[config.mk]
export PLATFORM = sky130hd
export DESIGN_NAME = mem_port_arbiter
export DESIGN_NICKNAME = d
export VERILOG_FILES = /design/src/rtl/mem_port_arbiter.sv
export SDC_FILE = /design/constraint.sdc
export NUM_CORES = 1
export LEC_CHECK = 0
export ABC_AREA = 1
export CAP_MARGIN = 20
export CORE_MARGIN = 2
export CORE_UTILIZATION = 40
export CTS_CLUSTER_SIZE = 25
export DETAILED_ROUTE_END_ITERATION = 6
export HOLD_SLACK_MARGIN = 0.02
export PLACE_DENSITY = 0.75
export SETUP_SLACK_MARGIN = 0.02
export SLEW_MARGIN = 20
export SYNTH_ARGS = -nofsm -noshare
export SYNTH_HDL_FRONTEND = slang
export SYNTH_SLANG_ARGS = --single-unit
[constraint.sdc]
create_clock -name clk -period 6.6 [get_ports clk]
set_clock_uncertainty 0.1 [all_clocks]
set_input_delay 1.32 -clock clk [delete_from_list [all_inputs] [get_ports clk]]
set_output_delay 1.32 -clock clk [all_outputs]
set_load 0.05 [all_outputs]
[src/rtl/mem_port_arbiter.sv]
// Shares one memory port between instruction fetch and data access, one transaction
// at a time, buffering finished results until both requesters are satisfied.
module mem_port_arbiter #(
  parameter int FAIR_LIMIT = 4
) (
  input  logic        clk,
  input  logic        rst,
  input  logic        if_req,
  input  logic [31:0] if_addr,
  output logic [31:0] if_rdata,
  output logic        if_valid,
  input  logic        flush,
  input  logic        d_load,
  input  logic        d_store,
  input  logic [31:0] d_addr,
  input  logic [31:0] d_wdata,
  input  logic [3:0]  d_be,
  output logic [31:0] d_rdata,
  output logic        d_valid,
  output logic        mem_req,
  output logic        mem_we,
  output logic [31:0] mem_addr,
  output logic [31:0] mem_wdata,
  output logic [3:0]  mem_be,
  input  logic        mem_gnt,
  input  logic        mem_rvalid,
  input  logic [31:0] mem_rdata,
  output logic        memStall
);
  localparam logic [3:0] FAIR_MAX = 4'(FAIR_LIMIT);

  typedef enum logic [1:0] {IDLE, REQ, WAIT} state_t;

  typedef struct packed {
    logic        we;
    logic [31:0] addr;
    logic [31:0] wdata;
    logic [3:0]  be;
  } mem_cmd_t;

  state_t      state, state_nxt;
  mem_cmd_t    cmd_q, cmd_nxt;
  logic        owner_d, owner_d_nxt;
  logic [3:0]  fair_cnt, fair_nxt;
  logic        d_done, i_done, killed;
  logic [31:0] d_buf, i_buf;
  logic        d_pend, i_pend, pick_d, pick_i, rsp, d_cpl, i_cpl, i_busy;

  assign d_pend = (d_load | d_store) & ~d_done;
  assign i_pend = if_req & ~i_done & ~flush;
  // Data normally wins; a saturated fairness count hands the port to a waiting fetch.
  assign pick_d = (state == IDLE) & d_pend & ~((fair_cnt == FAIR_MAX) & i_pend);
  assign pick_i = (state == IDLE) & i_pend & ~pick_d;
  assign rsp    = (state == WAIT) & mem_rvalid;
  assign d_cpl  = rsp & owner_d;
  assign i_cpl  = rsp & ~owner_d & ~killed & ~flush;
  assign i_busy = (state != IDLE) & ~owner_d & ~rsp;

  assign d_valid  = d_done | d_cpl;
  assign d_rdata  = d_done ? d_buf : (d_cpl ? mem_rdata : '0);
  assign if_valid = i_done | i_cpl;
  assign if_rdata = i_done ? i_buf : (i_cpl ? mem_rdata : '0);
  assign memStall = (if_req & ~if_valid) | ((d_load | d_store) & ~d_valid);

  assign mem_req   = (state == REQ);
  assign mem_we    = cmd_q.we;
  assign mem_addr  = cmd_q.addr;
  assign mem_wdata = cmd_q.wdata;
  assign mem_be    = cmd_q.be;

  always_comb begin
    state_nxt   = state;
    cmd_nxt     = cmd_q;
    owner_d_nxt = owner_d;
    fair_nxt    = fair_cnt;
    case (state)
      IDLE: begin
        if (pick_d) begin
          // A simultaneous load and store is issued as the store.
          cmd_nxt     = '{we: d_store, addr: d_addr,
                          wdata: d_store ? d_wdata : 32'h0,
                          be: d_store ? d_be : 4'hF};
          owner_d_nxt = 1'b1;
          state_nxt   = REQ;
          if (if_req && fair_cnt != FAIR_MAX) fair_nxt = fair_cnt + 4'd1;
        end else if (pick_i) begin
          cmd_nxt     = '{we: 1'b0, addr: if_addr, wdata: 32'h0, be: 4'hF};
          owner_d_nxt = 1'b0;
          state_nxt   = REQ;
          fair_nxt    = '0;
        end
      end
      REQ:     if (mem_gnt) state_nxt = WAIT;
      WAIT:    if (mem_rvalid) state_nxt = IDLE;
      default: state_nxt = IDLE;
    endcase
    if (!if_req) fair_nxt = '0;
  end

  always_ff @(posedge clk or posedge rst) begin
    if (rst) begin
      state    <= IDLE;
      cmd_q    <= '0;
      owner_d  <= 1'b0;
      fair_cnt <= '0;
      d_done   <= 1'b0;
      i_done   <= 1'b0;
      killed   <= 1'b0;
      d_buf    <= '0;
      i_buf    <= '0;
    end else begin
      state    <= state_nxt;
      cmd_q    <= cmd_nxt;
      owner_d  <= owner_d_nxt;
      fair_cnt <= fair_nxt;
      // Results are held only while the other side still stalls the pipeline.
      if (!memStall) begin
        d_done <= 1'b0;
        i_done <= 1'b0;
      end else begin
        if (d_cpl) begin
          d_done <= 1'b1;
          d_buf  <= mem_rdata;
        end
        if (i_cpl) begin
          i_done <= 1'b1;
          i_buf  <= mem_rdata;
        end
      end
      if (flush) i_done <= 1'b0;
      if (rsp || pick_i) killed <= 1'b0;
      // A redirected fetch still drains on the port but its data is dropped.
      if (flush && i_busy) killed <= 1'b1;
    end
  end
endmodule
==> results.txt <==
The run has ended; figures from its reports follow.

The most common cell in the synthesized netlist is sky130_fd_sc_hd__nand2_1. The number of nets handed over by synthesis was 1,056. The peak fanout along the critical path came out at 35. STA lists the startpoint of the worst hold path as i_buf[18]. The logic depth of the worst setup path including buffers came out at 7. Per the power-grid run, VDD falls by no more than 0.273 mV. The clock buffer count came out at 18. The worst slack at placement came out at 1.29 ns. The leakage power figure is 0.00497 uW. The cell kind with the greatest summed area is registers. The arithmetic-cell share of the synthesized area counting full adders, half adders and majority gates came out at 0.00360. The cell depth of the worst min-delay path is 2. By area the synthesized netlist is led by sky130_fd_sc_hd__dfrtp_1, sky130_fd_sc_hd__nand2_1, sky130_fd_sc_hd__nand3_1. The met3 routing resource usage after global routing came out at 0.0876. Setup repair after global routing left no endpoint under its margin. The switching power share of the total is 0.457. The number of well-tap cells placed came out at around 230. The setup total negative slack came out at 0 ns. The routed wire length on met3 is 2210 um. For this run, the leading register cell type out of synthesis is sky130_fd_sc_hd__dfrtp_1. The final worst-path setup slack came out at 1.28 ns.

The first global-routing pass estimated 37,000 um of wire. The critical path endpoint category is an output pin. The number of endpoints with negative hold slack in the final report is 0. The pre-placement core utilization is 0.406. The total of warnings raised by yosys is 0. Once the clock tree was built, the setup fixing pass inserted 0 buffers. The area occupied by registers came out at 0.00358 mm2. The type of the worst min-delay path is flop to flop. The portion of total power attributed to sequential cells came out at 0.303. The run finished with clean final reports. The end-of-flow core utilization came out at 0.608.

STA reports a reg2reg setup slack of between 3 and 4 ns. After the flow finishes, the layout carries non-filler instances totaling 1,397. The source of the worst register-to-register timing path is state[1]. Of the total synthesized cell area, the portion taken by AND, OR, NAND and NOR gates is 0.365. The H-tree was split into 4 levels. The peak per-stage delay on the critical path is 0.89 ns.

For this design, Yosys synthesis ends with a cell count of about 910. STA shows the worst min-delay path finishing at i_buf[18]. The post-route met1 wirelength came out at 10,000 um.

The placed wire-length estimate after detailed placement is 16,300 um. The detailed router's first-iteration violation count is roughly 520. The worst setup path is launched from an input pin. For reference, the placement row count at floorplan is 48.

Among the non-sequential cells, simple AND/OR/NAND/NOR gates take the most area. The CTS tree is done. The ratio of cells with drive above 1 in the final layout came out at 0.0547. The maximum buffer depth of the clock tree came out at 2. The number of instances resized during post-cts repair is 0. Per the detail_route report, routed wire per instance is 17.2 um. The required time of the critical path is between 5 and 6 ns. In the global route stage, met1 resource usage came out at 0.330.

The setup path with the least slack is of type input pin to output pin. The number of sinks on the clock net came out at around 140. Headroom to the max-slew limit came out at 0.401. In the finished design, the share of the clock period the worst path needs comes to 0.807.

The fraction of the yosys area taken by sequential cells is 0.515. The area of the core came out at 0.0171 mm2. The timing report notes that buffer and inverter cells on the critical path total 3.

The die boundary height came out at 136 um. The total number of nets in the final design came out at 1,300. The total length of routed met2 wires is 11,500 um. The via count normalized by instance count is around 5.1.

Of the total standard cell area in the layout, the multi-input combinational portion is 0.284. The synthesis run shows the most used standard cells to be sky130_fd_sc_hd__nand2_1, sky130_fd_sc_hd__dfrtp_1, sky130_fd_sc_hd__nand3_1. The post-cts hold-fix buffer tally came out at 0. According to the timing report, the critical path is captured at if_rdata[10]. A synthesized cell averages 7.60 um2.

The multiplexer share of the synthesized area came out at 0. The final weighted congestion in routability-driven placement came out at 0.831. Per the cell usage report, the commonest logic cells after layout are sky130_fd_sc_hd__nand2_1, sky130_fd_sc_hd__clkdlybuf4s50_1, sky130_fd_sc_hd__dfrtp_1. The area occupied by multi-input gates is 0.00295 mm2. At the pin with the least slew margin, the transition time is 0.896 ns. The tally of unique sky130hd cells used after synthesis came out at 24. The number of buffers added on ports came out at between 200 and 300. The number of OpenROAD warnings came out at 27.
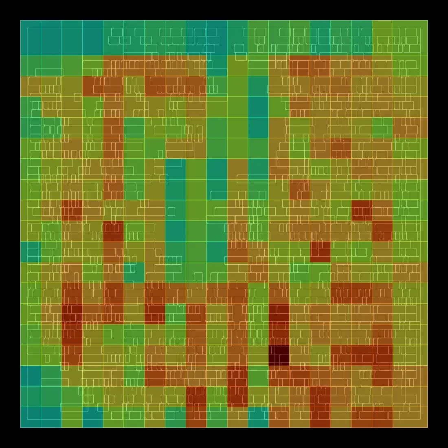
(track usage over the die)
gr busiest metal: met2
GR Util All Layers: 0.261

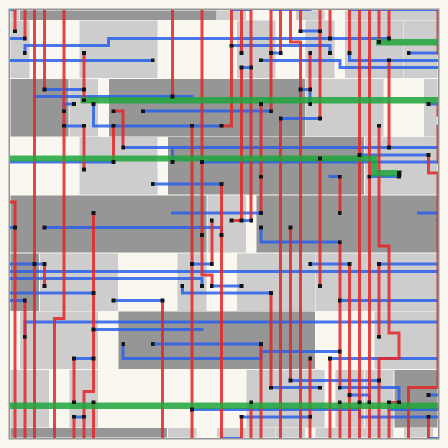
(layout detail)
Region (92, 24) to (112, 44) um. Cells in grey, sequential cells in the stronger grey; small squares are vias.
[met3] green
[met1] blue
[met2] red
sequential cells in the window: 5
most frequent: clkdlybuf4s50_1 (8), nand2_1 (7), dfrtp_1 (5)
cells with their middle in the window: 24
netlist names of flops here include: `mem_wdata` (4), `mem_addr` (1)

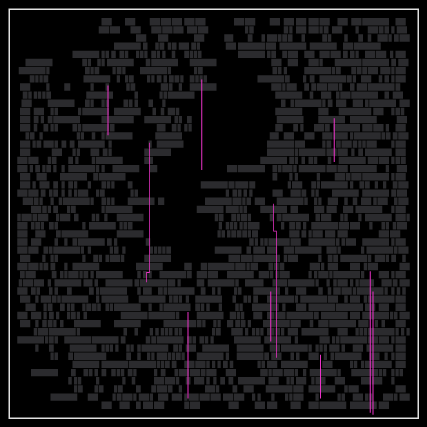
(M4 wires)
Drawn at 3 px/um.
wire length on this layer: 307 um
share of all routed wire: 1.3%
nets with wire on the layer: 7
longest straight run: 46.9 um

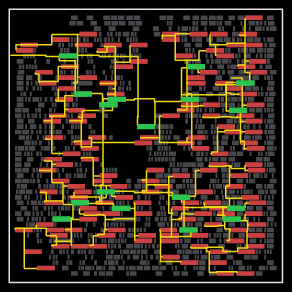
(routed clock nets over the placement)
Drawn at 2 px/um.
[cells driving clock nets] green | count: 17
[clock wires] yellow | length: 1,840 um
[flip-flops] red | count: 143
flops lie: spread over the die

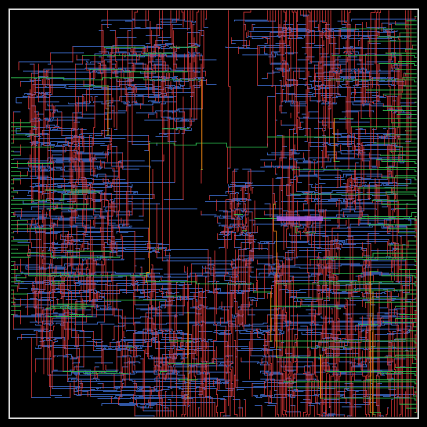
(signal wires by layer)
Drawn at 3 px/um.
[met4] orange | wire length: 307 um
[met1] blue | wire length: 10,000 um
[met2] red | wire length: 11,500 um
[met5] purple | wire length: 13.8 um
[met3] green | wire length: 2,210 um

Power and IR drop assume default switching activity.
